Figure 1. Signal wires on met3.
(2 px per micron)
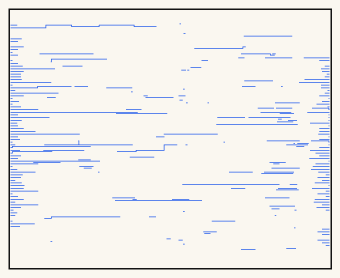
Figure 2. Cell area per tile.
(2 px per micron) 16 x 13 tiles, from black (low) to pale yellow (high), 0 to 100% covered.
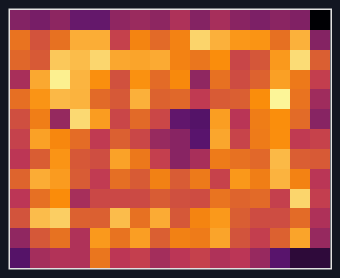
Figure 3. Metal layers overlaid.
(2 px per micron) Two of the layers only.
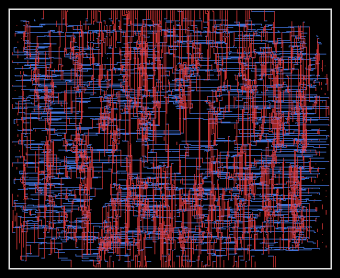
File: src/rtl/csr_access_unit.sv
// csr_access_unit: initiator side of the CSR file port.
// Turns Zicsr read-modify-write ops and ECALL/MRET trap accesses from EXU into
// raddr/rdata then wen/waddr/wdata CSR transactions. Returns the old CSR value
// for rd, plus a redirect request/target for traps.
// Optional feature macro: CSR_PERM_EN (blocks writes to the read-only CSR
// space addr[11:10]==2'b11 and reports them through o_out_exc).
module csr_access_unit #(
    parameter int XLEN         = 32,
    parameter int MCAUSE_ECALL = 11
) (
    input  logic            i_clock,
    input  logic            i_reset,
    input  logic            i_flush,
    input  logic            i_in_valid,
    output logic            o_in_ready,
    input  logic [2:0]      i_in_op,
    input  logic [11:0]     i_in_addr,
    input  logic [XLEN-1:0] i_in_src,
    input  logic            i_in_src0,
    input  logic [XLEN-1:0] i_in_pc,
    output logic            o_out_valid,
    input  logic            i_out_ready,
    output logic [XLEN-1:0] o_out_rd,
    output logic            o_out_jmp,
    output logic [XLEN-1:0] o_out_dnpc,
    output logic            o_out_exc,
    output logic [11:0]     o_raddr,
    input  logic [XLEN-1:0] i_rdata,
    output logic            o_wen,
    output logic [11:0]     o_waddr,
    output logic [XLEN-1:0] o_wdata
);

    localparam logic [2:0] OP_CSRRW = 3'd0;
    localparam logic [2:0] OP_CSRRS = 3'd1;
    localparam logic [2:0] OP_CSRRC = 3'd2;
    localparam logic [2:0] OP_ECALL = 3'd3;
    localparam logic [2:0] OP_MRET  = 3'd4;

    localparam logic [11:0] ADDR_MTVEC  = 12'h305;
    localparam logic [11:0] ADDR_MEPC   = 12'h341;
    localparam logic [11:0] ADDR_MCAUSE = 12'h342;

    localparam logic [XLEN-1:0] MCAUSE_VAL = XLEN'(MCAUSE_ECALL);

    typedef enum logic [2:0] {
        S_IDLE,
        S_RD,
        S_WR,
        S_WR2,
        S_DONE
    } state_t;

    state_t            r_state;

    // Latched request fields (data only, never reset)
    logic [2:0]        r_op;
    logic [11:0]       r_addr;
    logic [XLEN-1:0]   r_src;
    logic              r_src0;
    logic [XLEN-1:0]   r_pc;
    logic [XLEN-1:0]   r_old;
    logic              r_perm_fault;

    // Registered outputs
    logic              r_in_ready;
    logic              r_out_valid;
    logic [XLEN-1:0]   r_out_rd;
    logic              r_out_jmp;
    logic [XLEN-1:0]   r_out_dnpc;
    logic              r_out_exc;
    logic [11:0]       r_raddr;
    logic              r_wen;
    logic [11:0]       r_waddr;
    logic [XLEN-1:0]   r_wdata;

    logic              w_is_csr;
    logic              w_is_trap;
    logic              w_wr_req;
    logic              w_perm_block;
    logic              w_wr_live;
    logic [XLEN-1:0]   w_done_rd;
    logic [XLEN-1:0]   w_done_dnpc;

    // CSR address read for each op; reserved ops read nothing.
    function automatic logic [11:0] f_read_addr(input logic [2:0] op, input logic [11:0] addr);
        logic [11:0] a;
        a = 12'h000;
        case (op)
            OP_CSRRW, OP_CSRRS, OP_CSRRC: a = addr;
            OP_ECALL:                     a = ADDR_MTVEC;
            OP_MRET:                      a = ADDR_MEPC;
            default:                      a = 12'h000;
        endcase
        return a;
    endfunction

    // Zicsr write value: plain bitwise combine of old value and source.
    function automatic logic [XLEN-1:0] f_rmw(input logic [2:0] op, input logic [XLEN-1:0] old,
                                              input logic [XLEN-1:0] src);
        logic [XLEN-1:0] d;
        d = src;
        case (op)
            OP_CSRRS: d = old | src;
            OP_CSRRC: d = old & ~src;
            default:  d = src;
        endcase
        return d;
    endfunction

    assign w_is_csr  = (r_op == OP_CSRRW) || (r_op == OP_CSRRS) || (r_op == OP_CSRRC);
    assign w_is_trap = (r_op == OP_ECALL) || (r_op == OP_MRET);
    // RS/RC with x0/zimm==0 are pure reads; RW always writes.
    assign w_wr_req  = (r_op == OP_CSRRW) || (((r_op == OP_CSRRS) || (r_op == OP_CSRRC)) && !r_src0);

`ifdef CSR_PERM_EN
    assign w_perm_block = w_wr_req && (r_addr[11:10] == 2'b11);
`else
    assign w_perm_block = 1'b0;
`endif

    assign w_done_rd   = w_is_csr  ? r_old : '0;
    assign w_done_dnpc = w_is_trap ? r_old : '0;

    // FSM sequencing the read, the write(s) and the result handshake.
    always_ff @(posedge i_clock) begin
        if (!i_reset) begin
            r_state     <= S_IDLE;
            r_in_ready  <= 1'b1;
            r_out_valid <= 1'b0;
            r_out_rd    <= '0;
            r_out_jmp   <= 1'b0;
            r_out_dnpc  <= '0;
            r_out_exc   <= 1'b0;
            r_raddr     <= '0;
            r_wen       <= 1'b0;
            r_waddr     <= '0;
            r_wdata     <= '0;
        end else begin
            // CSR port strobes are single-cycle unless set below.
            r_raddr <= '0;
            r_wen   <= 1'b0;
            r_waddr <= '0;
            r_wdata <= '0;
            if (i_flush && (r_state != S_IDLE)) begin
                r_state     <= S_IDLE;
                r_in_ready  <= 1'b1;
                r_out_valid <= 1'b0;
                r_out_rd    <= '0;
                r_out_jmp   <= 1'b0;
                r_out_dnpc  <= '0;
                r_out_exc   <= 1'b0;
            end else begin
                case (r_state)
                    S_IDLE: begin
                        if (i_in_valid && !i_flush) begin
                            r_op       <= i_in_op;
                            r_addr     <= i_in_addr;
                            r_src      <= i_in_src;
                            r_src0     <= i_in_src0;
                            r_pc       <= i_in_pc;
                            r_raddr    <= f_read_addr(i_in_op, i_in_addr);
                            r_in_ready <= 1'b0;
                            r_state    <= S_RD;
                        end
                    end
                    S_RD: begin
                        r_old        <= i_rdata;
                        r_perm_fault <= w_perm_block;
                        if (r_op == OP_ECALL) begin
                            r_wen   <= 1'b1;
                            r_waddr <= ADDR_MEPC;
                            r_wdata <= r_pc;
                        end else if (w_wr_req && !w_perm_block) begin
                            r_wen   <= 1'b1;
                            r_waddr <= r_addr;
                            r_wdata <= f_rmw(r_op, i_rdata, r_src);
                        end
                        r_state <= S_WR;
                    end
                    S_WR: begin
                        if (r_op == OP_ECALL) begin
                            r_wen   <= 1'b1;
                            r_waddr <= ADDR_MCAUSE;
                            r_wdata <= MCAUSE_VAL;
                            r_state <= S_WR2;
                        end else begin
                            r_out_valid <= 1'b1;
                            r_out_rd    <= w_done_rd;
                            r_out_jmp   <= w_is_trap;
                            r_out_dnpc  <= w_done_dnpc;
                            r_out_exc   <= r_perm_fault;
                            r_state     <= S_DONE;
                        end
                    end
                    S_WR2: begin
                        r_out_valid <= 1'b1;
                        r_out_rd    <= w_done_rd;
                        r_out_jmp   <= w_is_trap;
                        r_out_dnpc  <= w_done_dnpc;
                        r_out_exc   <= r_perm_fault;
                        r_state     <= S_DONE;
                    end
                    S_DONE: begin
                        if (i_out_ready) begin
                            r_out_valid <= 1'b0;
                            r_out_rd    <= '0;
                            r_out_jmp   <= 1'b0;
                            r_out_dnpc  <= '0;
                            r_out_exc   <= 1'b0;
                            r_in_ready  <= 1'b1;
                            r_state     <= S_IDLE;
                        end
                    end
                    default: begin
                        r_in_ready <= 1'b1;
                        r_state    <= S_IDLE;
                    end
                endcase
            end
        end
    end

    // A write registered for this cycle is killed by a same-cycle flush or reset.
    assign w_wr_live = r_wen && !i_flush && i_reset;

    assign o_wen       = w_wr_live;
    assign o_waddr     = w_wr_live ? r_waddr : '0;
    assign o_wdata     = w_wr_live ? r_wdata : '0;
    assign o_raddr     = r_raddr;
    assign o_in_ready  = r_in_ready;
    assign o_out_valid = r_out_valid;
    assign o_out_rd    = r_out_rd;
    assign o_out_jmp   = r_out_jmp;
    assign o_out_dnpc  = r_out_dnpc;
    assign o_out_exc   = r_out_exc;

endmodule

File: config.mk
export PLATFORM = sky130hd
export DESIGN_NAME = csr_access_unit
export DESIGN_NICKNAME = d
export VERILOG_FILES = /design/src/rtl/csr_access_unit.sv
export SDC_FILE = /design/constraint.sdc
export NUM_CORES = 1
export LEC_CHECK = 0
export ABC_AREA = 1
export CORE_ASPECT_RATIO = 0.8
export CORE_MARGIN = 2
export CORE_UTILIZATION = 49
export DETAILED_ROUTE_END_ITERATION = 8
export PLACE_DENSITY_LB_ADDON = 0.12
export SYNTH_ARGS = -nofsm -noshare
export SYNTH_HDL_FRONTEND = slang
export SYNTH_SLANG_ARGS = --single-unit
export TNS_END_PERCENT = 10
File: constraint.sdc
create_clock -name i_clock -period 2.45 [get_ports i_clock]
set_input_delay 0.49 -clock i_clock [delete_from_list [all_inputs] [get_ports i_clock]]
set_output_delay 0.49 -clock i_clock [all_outputs]
set_load 0.02 [all_outputs]
==> out/results.ini <==
[cts]
clock_latency_ns = 0.50
cts_buffer_depth = 3
cts_root_buf = clkbuf_16
postCtsHoldBufs = 0
numClockSinks = 239
htreeDepth = 1

[place]
port_buffers = 240
dpl.cell_count = 1517
dp_hpwl_mm = 17.2
gp_congestion = 0.818

[job]
cap_viol_max_count = 0
tool_warnings = 26

[floorplanning]
die.size.x_microns = 160
die.size.y_microns = 129
core_area_sq_mm = 0.0191
dieArea_sq_mm = 0.0207
io_pins = 242
num_rows = 45

[sta]
timing.fmax_mhz = 446
setup_violations = 0
rsz0062_at_grt = no
worst_pin_slew_ns = 0.573
timing_hold_violations_final = 0
max-slew-margin-rel = 0.617

[power_and_ir_drop]
p_sw_mw = 2.26
clkPwrFrac = 0.398
report.power.total_mw = 9.15
pwr-share-comb = 0.115
peakVddDrop_v = 0.000425
pwr-share-seq = 0.487

[critical_path]
crit_chain = clkdlybuf4s50_1 -> nand3_2 -> buf_12 -> nor2_1 -> dlygate4sd2_1
crit_type = in2out
critPathArrivalTime_ns = 1.75
crit_buf_inv = 3
critPathMaxStageDelay_ns = 0.50
critPathMaxFanout = 45
cp.required_ns = 1.96
cp-start-kind = primary input

[logic_synthesis]
syn_nets = 1184
yosysWarnings = 0
edf_count = 112
synth_area_sq_mm = 0.00957
ys_cells = 1067
top_area_frac = 0.351
synthCells = 1067
yosys_most_used_dff = dfxtp_1
synth_area_per_cell_sq_um = 8.97
ys_ff = 239
yosys.area.top_type = edfxtp_1
async_flop_share = 0
most_common_cell = nand2_1
ys_seq_share = 0.617
yosys-top-cells-area = edfxtp_1 (35%), dfxtp_1 (27%), nand2_1 (7.6%)
yosysChipArea_sq_mm = 0.00957
synth_cell_types = 24

[layout]
fill_cells = 1575
antennaDiodeCount = 0
stdcell_count = 1562
nNetsFinal = 1403
drive_above_1_share = 0.0590

[grt]
grt_pass1_wl_mm = 38.8
grt_pass1_vias = 7489
grt_antenna_before_repair = 0

[drt]
wl_per_cell_microns = 16.1
num_vias = 8021
first_pass_iters = 5
viasPerCell = 5.14
first_iter_violations = 573

[outcome]
status = completed

## Picture notes: Figure 1
share of all routed wire: 7.5%
nets with wire on the layer: 178
wire length on this layer: 1890 microns
main direction: horizontal
longest straight run: 63.2 microns
final WL: 25.1 mm
GR Util met3: 0.0516

## Picture notes: Figure 2
tiles over 75% full: 25%
nearly empty tiles: 0.50%
fullest tile: 98%

## Picture notes: Figure 3
| layer | color | wire length |
|---|---|---|
| metal 2 | red | 12200 microns |
| metal 1 | blue | 10600 microns |

[cells in the final DEF, fill, tap and decap left out, types with 6 or more instances in the layout]
cell type and n:
inv_1 129, buf_4 18, nand4_1 66, dfxtp_1 127, clkinv_2 6, nand2_1 193
o21ai_0 7, a21oi_1 102, nand3_1 99, clkdlybuf4s50_1 195, edfxtp_1 112, buf_12 7
nor2_1 138, clkbuf_16 26, dlygate4sd2_1 44
[worst paths after layout]
kind / start / cells after the start / slack (ns) / to
max reg2reg: r_op[1] / 7 / 0.58 / o_out_rd[14]
min reg2reg: r_addr[6] / 2 / 0.47 / r_waddr[6]
max: i_reset / 5 / 0.21 / o_waddr[8]
min: r_addr[6] / 2 / 0.47 / r_waddr[6]
[stage by stage]
| stage | setup TNS [ns] | hold WS [ns] | util | setup WS (ns) | area (sq um) |
|---|---|---|---|---|---|
| after floorplan | 0 | 0.447 | - | 0.185 | 9570 |
| after global placement | -0.483 | 0.453 | 0.640 | -0.0190 | 12200 |
| after detailed placement | -1.72 | 0.464 | 0.640 | -0.0734 | 12200 |
| after CTS | 0 | 0.476 | 0.679 | 0.00672 | 13000 |
| after global routing | 0 | 0.499 | 0.679 | 0.0892 | 13000 |
| final | 0 | 0.474 | 0.679 | 0.208 | 13000 |
[cell type report]
cell class | instances | area, sq um | share of cell area
Multi-Input combinational cell | 621 | 2810 | 0.217
Inverter | 134 | 503 | 0.0388
Sequential cell | 239 | 5910 | 0.456
Tap cell | 258 | 323 | 0.0249
Timing Repair Buffer | 265 | 2630 | 0.203
Clock inverter | 12 | 91.3 | 0.00705
Clock buffer | 33 | 697 | 0.0538
[cells by family (layout without fill, tap and decap cells)]
family / after synthesis / after routing / share of synthesized area
simple gates: 509 / 509 / 0.234
flops: 239 / 239 / 0.617
other cells: 1 / 1 / 0.000392
compound gates: 111 / 111 / 0.0587
buf+inv: 207 / 444 / 0.0902
[power groups by stage]
stage | registers [mW] | clock network (mW) | logic, mW
after floorplan | 4.57 | 0 | 0.533
after global placement | 4.54 | 0 | 1.04
after detailed placement | 4.54 | 0 | 1.05
after CTS | 4.46 | 3.69 | 1.06
after global routing | 4.47 | 3.86 | 1.15
final | 4.46 | 3.64 | 1.05
[state kept, by name, summed over array words and instances (netlist names)]
register and cells:
o_in_ready 1, r_pc 32, r_state 3, r_wen 1, o_out_jmp 1, o_out_dnpc 32
r_waddr 12, r_src0 1, o_out_rd 32, r_op 3, o_raddr 12, r_addr 12
r_old 32, r_src 32, r_wdata 32, o_out_valid 1
[per-layer routing]
metal | global-route usage | vias up | wire (microns)
met3 | 0.0516 | 35 | 1890
met5 | 0 | - | 0
li1 | - | 3930 | -
met2 | 0.408 | 303 | 12200
met1 | 0.309 | 3753 | 10600
met4 | 0.0509 | 0 | 419
[worst register-to-register path, delay by kind of cell, from the launching register on]
kind	cells	cell delay (ns)
buf+inv	2	0.68
compound gates	1	0.16
flops	1	0.48
simple gates	4	0.50
[what timing repair did]
action,in CTS,in global routing
pin swaps,0,0
endpoints found under the setup margin,44,1
endpoints found under the hold margin,0,0
gates resized,44,1
Power is estimated from default activity; no workload was simulated.
